### src/rtl/reg_file.sv
// -----------------------------------------------------------------------------
// reg_file -- 16 x 16-bit register file for a small 16-bit CPU core.
//
// Register roles: R0 = PC, R1 = SP, R2 = SR (status), R3 = CG2 (constant gen).
//
// Optional feature macro: CONST_GEN_EN
//   defined   : SA=3 and SA=2 source reads are overridden by the constant
//               generator (selected by As); writes to R3 are discarded.
//   undefined : R3 is an ordinary register, SA=2 always reads SR, As unused.
//
// Ports:
//   clk         in   1     clock, all state changes on the rising edge
//   rst         in   1     asynchronous active-high reset, clears R0-R15
//   SA          in   4     source register select (drives A)
//   DA          in   4     destination register select (drives B, write target)
//   As          in   2     source addressing mode (constant generator only)
//   RW          in   1     write F_in into R[DA]
//   BW          in   1     1 = byte write (upper byte zeroed), 0 = word write
//   F_in        in   SIZE  writeback data from the function unit
//   CVNZ_in     in   4     function unit flags [3]=C [2]=V [1]=N [0]=Z
//   SR_upd      in   1     load flags from CVNZ_in into SR
//   PC_inc      in   1     advance PC by 2
//   A           out  SIZE  source operand (combinational read of R[SA])
//   B           out  SIZE  destination operand (combinational read of R[DA])
//   reg_SR_out  out  16    current SR (R2), straight from the register
//   reg_PC_out  out  16    current PC (R0), straight from the register
//
// Only SIZE = 16 is supported.
// -----------------------------------------------------------------------------
module reg_file #(
  parameter int SIZE = 16
) (
  input  logic            clk,
  input  logic            rst,
  input  logic [3:0]      SA,
  input  logic [3:0]      DA,
  input  logic [1:0]      As,
  input  logic            RW,
  input  logic            BW,
  input  logic [SIZE-1:0] F_in,
  input  logic [3:0]      CVNZ_in,
  input  logic            SR_upd,
  input  logic            PC_inc,
  output logic [SIZE-1:0] A,
  output logic [SIZE-1:0] B,
  output logic [15:0]     reg_SR_out,
  output logic [15:0]     reg_PC_out
);

  localparam int NREG = 16;

  // Register array and its next state
  logic [NREG-1:0][SIZE-1:0] regs_q;
  logic [NREG-1:0][SIZE-1:0] regs_d;

  // Write path helpers
  logic            wr_en_s;
  logic [SIZE-1:0] wr_data_s;
  logic [SIZE-1:0] wr_val_s;
  logic [SIZE-1:0] sr_base_s;
  logic [SIZE-1:0] sr_next_s;

  // Flag fields of CVNZ_in
  logic flag_c_s;
  logic flag_v_s;
  logic flag_n_s;
  logic flag_z_s;

  assign flag_c_s = CVNZ_in[3];
  assign flag_v_s = CVNZ_in[2];
  assign flag_n_s = CVNZ_in[1];
  assign flag_z_s = CVNZ_in[0];

  // Write enable qualification; R3 is read-only when it is the constant generator
  always_comb begin
    wr_en_s = RW;
`ifdef CONST_GEN_EN
    if (DA == 4'd3) begin
      wr_en_s = 1'b0;
    end else begin
      wr_en_s = RW;
    end
`endif
  end

  // Byte/word formatting and per-register write masking
  always_comb begin
    wr_data_s = '0;
    wr_val_s  = '0;
    if (BW) begin
      wr_data_s = {{(SIZE-8){1'b0}}, F_in[7:0]};
    end else begin
      wr_data_s = F_in;
    end
    case (DA)
      // PC and SP are always word aligned
      4'd0, 4'd1: wr_val_s = {wr_data_s[SIZE-1:1], 1'b0};
      default:    wr_val_s = wr_data_s;
    endcase
  end

  // Next-state: write beats PC increment, then SR flag merge on top of the write
  always_comb begin
    regs_d    = regs_q;
    sr_base_s = '0;
    sr_next_s = '0;
    for (int i = 0; i < NREG; i++) begin
      if (wr_en_s && (DA == 4'(i))) begin
        regs_d[i] = wr_val_s;
      end else if ((i == 0) && PC_inc) begin
        regs_d[i] = regs_q[0] + 16'd2;
      end else begin
        regs_d[i] = regs_q[i];
      end
    end
    // SR: flags land in bits 0/1/2/8; bits 15:9 are hard zero
    sr_base_s = regs_d[2];
    if (SR_upd) begin
      sr_next_s = {7'b000_0000, flag_v_s, sr_base_s[7:3], flag_n_s, flag_z_s, flag_c_s};
    end else begin
      sr_next_s = {7'b000_0000, sr_base_s[8:0]};
    end
    regs_d[2] = sr_next_s;
  end

  // State register; reset also kills any write pending on the same edge
  always_ff @(posedge clk or posedge rst) begin
    if (rst) begin
      regs_q <= '0;
    end else begin
      regs_q <= regs_d;
    end
  end

  // Source operand read, with optional constant generator override
`ifdef CONST_GEN_EN
  always_comb begin
    A = regs_q[SA];
    case (SA)
      4'd3: begin
        case (As)
          2'b00:   A = 16'h0000;
          2'b01:   A = 16'h0001;
          2'b10:   A = 16'h0002;
          2'b11:   A = 16'hFFFF;
          default: A = 16'h0000;
        endcase
      end
      4'd2: begin
        case (As)
          2'b00:   A = regs_q[2];
          2'b01:   A = 16'h0000;
          2'b10:   A = 16'h0004;
          2'b11:   A = 16'h0008;
          default: A = regs_q[2];
        endcase
      end
      default: A = regs_q[SA];
    endcase
  end
`else
  // As only matters for the constant generator
  logic unused_as_s;
  assign unused_as_s = ^As;

  // Plain source read
  always_comb begin
    A = regs_q[SA];
  end
`endif

  // Destination operand read; never touched by the constant generator
  always_comb begin
    B = regs_q[DA];
  end

  assign reg_SR_out = regs_q[2];
  assign reg_PC_out = regs_q[0];

endmodule

### config.mk
export PLATFORM = sky130hd
export DESIGN_NAME = reg_file
export DESIGN_NICKNAME = d
export VERILOG_FILES = /design/src/rtl/reg_file.sv
export SDC_FILE = /design/constraint.sdc
export NUM_CORES = 1
export LEC_CHECK = 0
export CAP_MARGIN = 5
export CORE_MARGIN = 5
export CORE_UTILIZATION = 62
export CTS_CLUSTER_DIAMETER = 150
export DETAILED_ROUTE_END_ITERATION = 8
export GPL_ROUTABILITY_DRIVEN = 0
export PLACE_DENSITY = 0.84
export SLEW_MARGIN = 40
export SYNTH_ARGS = -nofsm -noshare
export SYNTH_HDL_FRONTEND = slang
export SYNTH_SLANG_ARGS = --single-unit
### constraint.sdc
create_clock -name clk -period 16.5 [get_ports clk]
set_clock_uncertainty 0.05 [all_clocks]
set_input_delay 4.125 -clock clk [delete_from_list [all_inputs] [get_ports clk]]
set_output_delay 4.125 -clock clk [all_outputs]
set_load 0.05 [all_outputs]
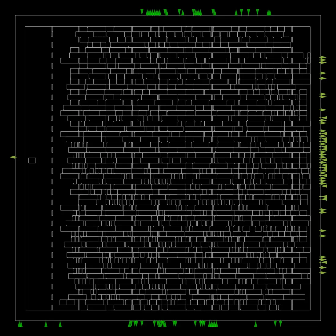
Figure 1: run 1, cell placement.
final non-filler cell total: 1399
core outline area: 21700 um2
post-layout util: 70.0%
seq_cells: 249

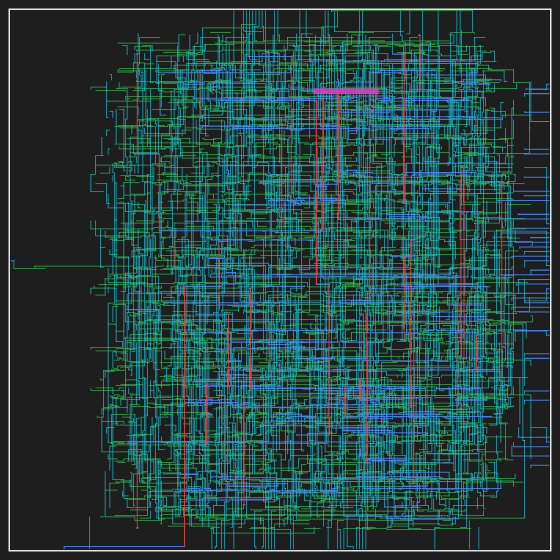
Figure 2: run 1, wiring by layer.
magenta -> M5  # wire length 17.5 um
green -> M1  # wire length 13600 um
red -> M4  # wire length 1290 um
blue -> M3  # wire length 4050 um
cyan -> M2  # wire length 17300 um
average wire per cell in the routed design: 25.9 um
GRT Util Overall: 29.5%
DRT Wirelength: 36200 um
total number of vias: 9702

==> reports/metrics.cfg, run 1 <==
[status]
status = complete, no violations

[power]
power.internal_mw = 1.33
ir_drop_worst_case_vdd_v = 0.0000587
power_density_nw_per_um2 = 130
p_switching_mw = 0.647
leakage_power_figure_nw = 6.34
pwr-share-clk_pct = 29.1
combinationalPowerShare_pct = 28.2
finalPower_mw = 1.98

[sta]
finalHoldWorstSlack_ns = 0.445
fin_ws_ns = 5.14
worst_pin_slew_ns = 0.840
fmax_mhz = 88.0
timing.final.hold_violations = 0
finalMaxSlewViolations = 0
min_period_over_period_pct = 68.8
fin_setup_tns_ns = 0
maxSlewHeadroom_pct = 44.0

[placed_design]
io_buffers = 90
placement.setup.worst_slack_ns = 4.99

[floorplan]
tap_cells = 280
floorplan.io_pins = 100
die_width_um = 158
core.rowCount = 54
die_h_um = 158
fp_util_pct = 62.7

[synth]
enable_flop_cells = 0
cell_accounting_for_the_most_synthesized_area = dfrtp_1
area_share_of_the_largest_cell_type_after_synthesis_pct = 45.8
synthArstFlopShare_pct = 100
synth.cell_area_um2 = 13600
postSynth.topFlopCell = dfrtp_1
yosysUniqueCellTypes = 43
synth.yosys.seq_area_share_pct = 45.8
ys_chip_area_um2 = 13600
synth.cells.most_frequent = dfrtp_1, nand2_1, o21ai_0
synth.most_common_cell = dfrtp_1
synthTopCellsByArea = dfrtp_1, mux4_2, mux2_2

[flow_run]
maxCapViolations = 0

[drt]
metal3_wl_um = 4050
drt.antenna.violating_nets = 0
highest_layer = met5
detailedRoute.firstPassIterationCount = 5
vias_per_cell = 6.93

[cts]
post-cts-setup-buffers = 0
cts_resized = 0
clock_root_cell = clkbuf_16
clock_insertion_delay_worst_skew_ns = 0.53
cts-hold-fix-buffers = 0
numClockSinks = 249

[critical_path]
data_arrival_time_at_the_worst_slack_endpoint_ns = 7.18
cp-end-kind = output port
setup.worst_path.start_class = primary input
timing.reg2reg.setup_slack_ns = 14.54
timing.setup.critical_path_class = primary input to output port
timing.critical_path.fanout_max = 37

[layout]
layout_top_cells_excl_fill_tap = dfrtp_1, nand2_1, o21ai_0
design.final.nets = 1138
number_of_signal_net_buffers_in_the_layout = 106
inv_count = 3
fin_area_um2 = 15200
fillerInstances = 1385
area.growth.synth_to_final_pct = 11.6
final-clk-cell-share_pct = 5.41
sequential_share_of_cell_area_pct = 41.1
final_layout_top_logic_cell = dfrtp_1
logic_gate_count = 716
final-nonclk-buf-share_pct = 6.87
flop_area_um2 = 6230

[grt]
grt_overflow = 0
first_global_vias = 9790
grt_start_max_net_pins = 104
grt_antenna_before_repair = 1
grt_first_pass_wirelength_um = 56100

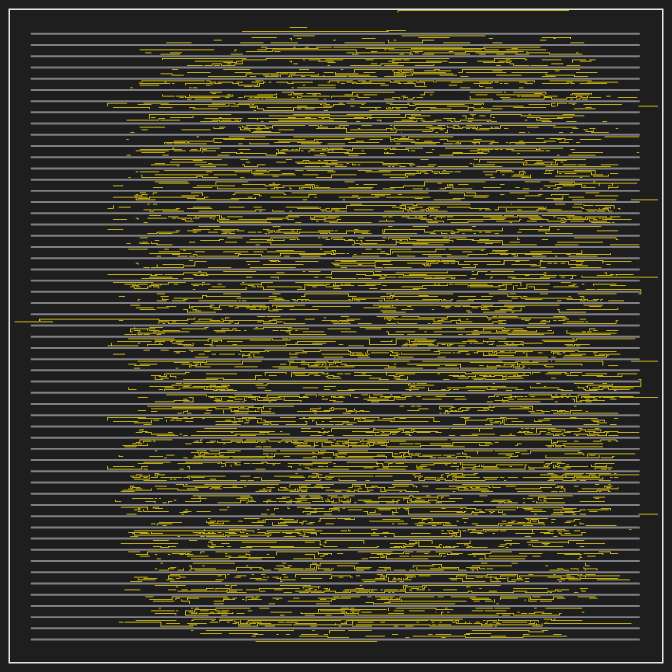
Figure 3: run 1, the metal 1 layer.
Supply wires on this layer in gray.
longest straight run = 58.9 um
share of all routed wire = 38%
main direction = horizontal
nets with wire on the layer = 1045
wire length on this layer = 13600 um
met1 usage: 41.7%

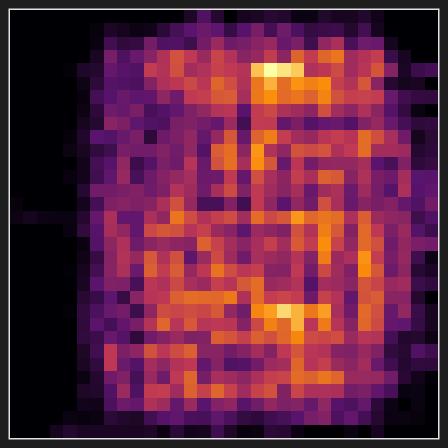
Figure 4: run 1, wiring heat map.
32 x 32 tiles, from black (low) to pale yellow (high), scaled to the fullest tile. Values are wire area over tile area, all layers added.
fullest tile = 0.85
densest ninth of the die = center
tiles over half the peak = 19%
mean over tiles = 0.25

[run 1: registers in the layout, indices dropped and copies added (netlist names)]
signal and count:
regs_q 224, reg_PC_out 16, reg_SR_out 9
[run 1: routing by layer]
metal,global-route usage [%],vias up
li1,-,4023
met1,41.7,4968
met2,45.7,609
met3,5.77,100
met4,12.2,2
met5,0,-
[run 1: kinds of logic after synthesis]
logic type / after synthesis / share of synthesized area [%]
AOI/OAI and AO/OA: 198 / 8.07
DFF: 249 / 45.8
other: 1 / 0.0276
and+or+nand+nor: 228 / 7.41
xor gates and xnor gates: 12 / 0.773
buffers and inverters: 133 / 5.31
adders and majority gates: 1 / 0.0920
muxes: 270 / 32.5
[run 1: worst max-delay path, stage by stage]
cell and delay (ns):
buf_4 0.44, buf_4 0.57, and2_1 0.48, o2bb2ai_1 0.17, mux2i_1 0.11, o21ai_0 0.35
clkdlybuf4s50_1 0.88
[run 1: path summary, 6_finish.rpt]
path	start	endpoint	depth (start not counted)
max	DA[1]	B[15]	7
min	regs_q[153]	regs_q[153]	2
max reg2reg	reg_PC_out[5]	reg_PC_out[14]	4
min reg2reg	regs_q[153]	regs_q[153]	2
max in group asynchronous	rst	regs_q[164]	4
min in group asynchronous	rst	regs_q[201]	2
[run 1: power by group through the flow]
| stage | logic (mW) | registers (mW) | clock network (mW) |
|---|---|---|---|
| after detailed placement | 0.553 | 0.848 | 0 |
| after floorplan | 0.447 | 0.808 | 0 |
| after CTS | 0.558 | 0.839 | 0.580 |
| after global placement | 0.536 | 0.837 | 0 |
| after global routing | 0.594 | 0.857 | 0.604 |
| final | 0.558 | 0.845 | 0.576 |
==> run 2, diff against run 1 <==
- CORE_UTILIZATION: 62 -> 59
- PLACE_DENSITY: 0.84 -> 0.8
- clock period: 16.5 -> 10.6 ns (I/O delays scaled with it)
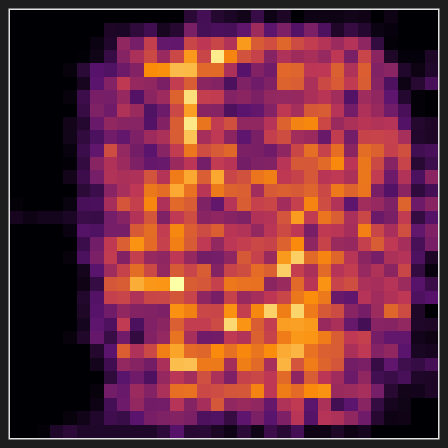
Figure 5: run 2, wiring heat map.
32 x 32 tiles, from black (low) to pale yellow (high), scaled to the fullest tile. Values are wire area over tile area, all layers added.
average wire per cell in the routed design: 26.1 um
GRT Util Overall: 28.5%
total number of vias: 9673
DRT Wirelength: 36800 um

==> reports/metrics.cfg, run 2 <==
[power]
largestPowerGroup = sequential cells
power.combinational.total_mw = 0.863  ; +55%
ir_drop_worst_case_vdd_v = 0.000100  ; +71%
power.internal_mw = 2.15  ; +61%
p_switching_mw = 1.01  ; +56%
seq_power_mw = 1.32  ; +56%
power_density_nw_per_um2 = 206  ; +58%
pwr-share-clk_pct = 30.8  ; +1.7 points
powerClk_mw = 0.973  ; +69%
leakage_power_figure_nw = 6.41  ; +1.0%
finalPower_mw = 3.15  ; +59%

[sta]
fin_ws_ns = 2.32  ; -2.82 ns
maxSlewHeadroom_pct = 43.7  ; -0.30 points
fin_setup_tns_ns = 0  ; unchanged
timing.final.hold_violations = 0  ; unchanged
finalMaxSlewViolations = 0  ; unchanged
fmax_mhz = 121

[grt]
grt_overflow = 0  ; unchanged
grt_antenna_before_repair = 0  ; -1
first_global_vias = 9731  ; -0.60%
grt_start_max_net_pins = 137  ; +32%
grt_first_pass_wirelength_um = 58000  ; +3.4%

[cts]
cts-hold-fix-buffers = 0  ; unchanged
cts_inserted_buffers = 26
post-cts-setup-buffers = 0  ; unchanged
numClockSinks = 249  ; unchanged
clock_insertion_delay_worst_skew_ns = 0.53  ; about the same
clock_root_cell = clkbuf_16

[layout]
layout_top_cells_excl_fill_tap = dfrtp_1, nand2_1, o21ai_0
finish.utilization_pct = 67.5  ; -2.5 points
largest_register_ff_count = 224  ; unchanged
area.growth.synth_to_final_pct = 12.3
final_layout_top_logic_cell = dfrtp_1
largest_register = regs_q
design.final.nets = 1144  ; +0.53%

[placed_design]
placement.setup.worst_slack_ns = 2.28  ; -2.70 ns

[synth]
ys_chip_area_um2 = 13600  ; unchanged
cell_accounting_for_the_most_synthesized_area = dfrtp_1
synth_cells = 1092
enable_flop_cells = 0  ; unchanged
synthTopCellsByArea = dfrtp_1, mux4_2, mux2_2
synthAoiAreaFrac_pct = 8.07  ; unchanged
synth.most_common_cell = dfrtp_1
yosys.area_share.adder_pct = 0.0920  ; unchanged
yosysUniqueCellTypes = 43  ; unchanged
ys_sh_mux_pct = 32.5  ; unchanged
synthArstFlopShare_pct = 100  ; unchanged
ys_sh_simple_pct = 7.41  ; unchanged
netlist_logic_family_top = multiplexers
area_share_of_the_largest_cell_type_after_synthesis_pct = 45.8  ; unchanged
synth.yosys.seq_area_share_pct = 45.8  ; unchanged
xor_area_share_pct = 0.773  ; unchanged
synth.cells.most_frequent = dfrtp_1, nand2_1, o21ai_0
synth.cell_area_um2 = 13600  ; unchanged
postSynth.topFlopCell = dfrtp_1

[critical_path]
timing.critical_path.fanout_max = 11  ; -70%
timing.setup.critical_path_class = primary input to output port
cp-end-kind = output port
setup.worst_path.start_class = primary input
data_arrival_time_at_the_worst_slack_endpoint_ns = 5.58  ; -1.60 ns

[floorplan]
die_h_um = 162  ; +2.4%
floorplan.io_pins = 100  ; unchanged
fp_util_pct = 60.1  ; -2.6 points
die_width_um = 162  ; +2.4%
placeableCoreArea_um2 = 22600  ; +4.4%

[drt]
drt.antenna.violating_nets = 0  ; unchanged
vias_per_cell = 6.86  ; -1.1%
detailedRoute.firstPassIterationCount = 5  ; unchanged

[min_path]
hold_class = flip-flop to flip-flop

[status]
status = complete, no violations

[flow_run]
maxCapViolations = 0  ; unchanged

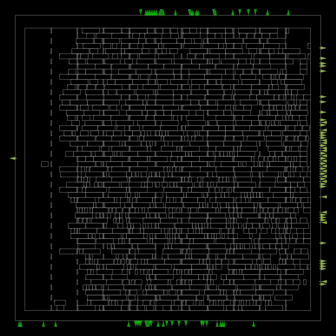
Figure 6: run 2, cell placement.
final non-filler cell total: 1410
row count: 55

## run 2: cell types whose count changed in the layout (fill, tap and decap cells not counted), moves of 2 or more
cell	change
buf_6	-2
clkbuf_16	+2
buf_4	+9
clkinv_2	-3
clkbuf_8	+3
clkinvlp_4	-2
## run 2: final timing paths
kind,start,endpoint,slack [ns],cells past startpoint
worst min-delay path,regs_q[168],regs_q[168],0.45,2
worst max register to register,reg_PC_out[5],reg_PC_out[14],8.65,4
max in group asynchronous,rst,regs_q[59],6.59,3
worst min register to register,regs_q[168],regs_q[168],0.45,2
worst max-delay path,DA[3],B[15],2.32,7
min in group asynchronous,rst,regs_q[217],2.67,2
## run 2: area by class of cell
| type | count | area [um2] | share of cell area (%) |
|---|---|---|---|
| inverters | 3 | 23.8 | 0.156 |
| clock inverters | 10 | 153 | 0.999 |
| well taps | 285 | 357 | 2.33 |
| clock buffers | 36 | 759 | 4.97 |
| multi-input cells | 716 | 6690 | 43.8 |
| repair buffers | 111 | 1060 | 6.97 |
| flip-flops and latches | 249 | 6230 | 40.8 |
## run 2: worst max-delay path: stages
cell and delay [ns]:
clkdlybuf4s50_1 0.98, buf_4 0.35, mux4_2 0.32, mux2_2 0.27, nand2_1 0.06, o21ai_0 0.17, clkdlybuf4s50_1 0.77
## run 2: per-layer routing
layer	wire (um)	share of wire (%)	global-route usage, %
met1	14400	39	40.7
met2	17500	47	44.8
met3	3610	9.8	5.28
met4	1350	3.7	10.2
met5	0	0	0
## run 2: metrics by stage
| stage | instances | hold WS (ns) |
|---|---|---|
| after floorplan | 1098 | 0.411 |
| after detailed placement | 1364 | 0.437 |
| after CTS | 1410 | 0.450 |
| final | 1410 | 0.450 |
| after global routing | 1410 | 0.475 |
| after global placement | 1364 | 0.423 |
==> run 3, diff against run 2 <==
- clock period: 10.6 -> 8.25 ns (I/O delays scaled with it)
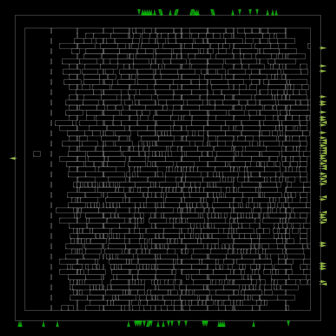
Figure 7: run 3, cell placement.
post-layout util: 67.8%
sequential share of cell area: 40.6%
final non-filler cell total: 1416
core outline area: 22600 um2
filler cell count in the final layout: 1550

==> reports/metrics.cfg, run 3 <==
[layout]
final-clk-cell-share_pct = 5.96  ; -0.0095 points
dominant_cells = multi-input combinational cells
comb_share_pct = 43.5  ; -0.24 points
flop_area_um2 = 6230  ; unchanged
design.final.nets = 1148  ; +0.35%
area.growth.synth_to_final_pct = 12.8
flops = 249  ; unchanged
number_of_signal_net_buffers_in_the_layout = 115  ; +3.6%
final-nonclk-buf-share_pct = 7.45  ; +0.48 points

[grt]
first_global_vias = 9988  ; +2.6%
grt_first_pass_wirelength_um = 56600  ; -2.5%
grt_use_total_pct = 27.7  ; -0.80 points
grt_start_max_net_pins = 164  ; +20%
grt_overflow = 0  ; unchanged
grt_antenna_before_repair = 0  ; unchanged

[floorplan]
die_width_um = 162  ; unchanged
die_h_um = 162  ; unchanged
core.rowCount = 55  ; unchanged
floorplan.io_pins = 100  ; unchanged
tap_cells = 285  ; unchanged

[synth]
netlist_logic_family_top = multiplexers
postSynth.topFlopCell = dfrtp_1
synthTopCellsByArea = dfrtp_1, mux4_2, mux2_2
yosysUniqueCellTypes = 43  ; unchanged
synth.yosys.seq_area_share_pct = 45.8  ; unchanged
ys_sh_mux_pct = 32.5  ; unchanged
synth.cell_area_um2 = 13600  ; unchanged
synth.most_common_cell = dfrtp_1
synth_cells = 1092  ; unchanged
cell_accounting_for_the_most_synthesized_area = dfrtp_1
ys_sh_simple_pct = 7.41  ; unchanged
synthAoiAreaFrac_pct = 8.07  ; unchanged
synth.cells.most_frequent = dfrtp_1, nand2_1, o21ai_0
enable_flop_cells = 0  ; unchanged
ys_chip_area_um2 = 13600  ; unchanged
yosys.area_share.adder_pct = 0.0920  ; unchanged
synthArstFlopShare_pct = 100  ; unchanged

[critical_path]
cp-end-kind = output port
data_arrival_time_at_the_worst_slack_endpoint_ns = 4.85  ; -0.73 ns
timing.setup.critical_path_class = primary input to output port
setup.worst_path.start_class = primary input
timing.critical_path.fanout_max = 27  ; +16

[cts]
post-cts-setup-buffers = 0  ; unchanged
numClockSinks = 249  ; unchanged
clock_root_cell = clkbuf_16
cts-hold-fix-buffers = 0  ; unchanged

[flow_run]
maxCapViolations = 0  ; unchanged

[sta]
maxSlewHeadroom_pct = 47.9  ; +4.3 points
fmax_mhz = 144
timing.final.hold_violations = 0  ; unchanged
fin_setup_tns_ns = 0  ; unchanged

[power]
leakage_power_figure_nw = 6.44  ; +0.44%
ir_drop_worst_case_vdd_v = 0.000166  ; +66%

[drt]
detailedRoute.firstPassIterationCount = 5  ; unchanged

[min_path]
hold_class = flip-flop to flip-flop

[placed_design]
placement.setup.worst_slack_ns = 1.33  ; -0.953 ns

[status]
status = complete, no violations

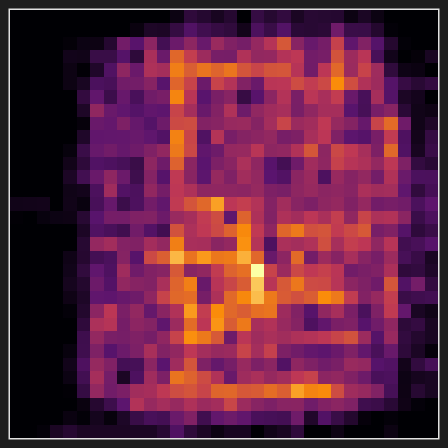
Figure 8: run 3, wiring heat map.
32 x 32 tiles, from black (low) to pale yellow (high), scaled to the fullest tile. Values are wire area over tile area, all layers added.
densest ninth of the die = center
emptiest ninth of the die = upper left
mean over tiles = 0.23
nearly empty tiles = 18%
total number of vias: 9587
average wire per cell in the routed design: 25.3 um
DRT Wirelength: 35800 um

## run 3: cell counts after synthesis
No cell type changed its count.
## run 3: path summary, 6_finish.rpt
kind                                from              to  slack, ns  depth (start not counted)
max                                SA[0]           A[14]       1.29                          7
min                          regs_q[171]     regs_q[171]       0.45                          2
max reg2reg                reg_PC_out[3]  reg_PC_out[14]       6.33                          4
min reg2reg                  regs_q[171]     regs_q[171]       0.45                          2
max in group asynchronous            rst     regs_q[241]       5.25                          4
min in group asynchronous            rst     regs_q[233]       1.78                          2
## run 3: per-stage QoR
step	total power, mW	area [um2]	cells	utilization, %
final	4.06	15300	1416	67.8
after global routing	4.22	15300	1415	67.8
after CTS	4.06	15300	1414	67.6
after detailed placement	2.81	14400	1367	63.6
after global placement	2.75	14400	1367	63.5
after floorplan	2.51	13600	1098	-
## run 3: logic make-up after synthesis
family	Yosys count
compound gates	198
buf+inv	133
xor+xnor	12
simple gates	228
other cells	1
fa+ha+maj	1
mux	270
flops	249
## run 3: critical path, stage by stage
cell             delay (ns)
buf_4                  0.47
buf_4                  0.47
nor2_1                 0.23
a221o_1                0.50
a21oi_1                0.20
o211ai_1               0.16
clkdlybuf4s50_1        0.74
## run 3: layer usage
| layer | part of all wire [%] | track usage [%] | vias up |
|---|---|---|---|
| met5 | 0 | 0 | - |
| li1 | - | - | 4062 |
| met1 | 40 | 38.2 | 4905 |
| met4 | 4.0 | 12.1 | 0 |
| met3 | 8.0 | 4.49 | 96 |
| met2 | 49 | 44.4 | 524 |
## run 3: where the power goes
part	leakage [nW]	switching, mW	internal (mW)	total, mW
registers	3.18	0.225	1.46	1.69
clock network	0.448	0.487	0.767	1.25
logic	2.81	0.583	0.537	1.12
total	6.44	1.29	2.77	4.06
Power and IR drop assume default switching activity.
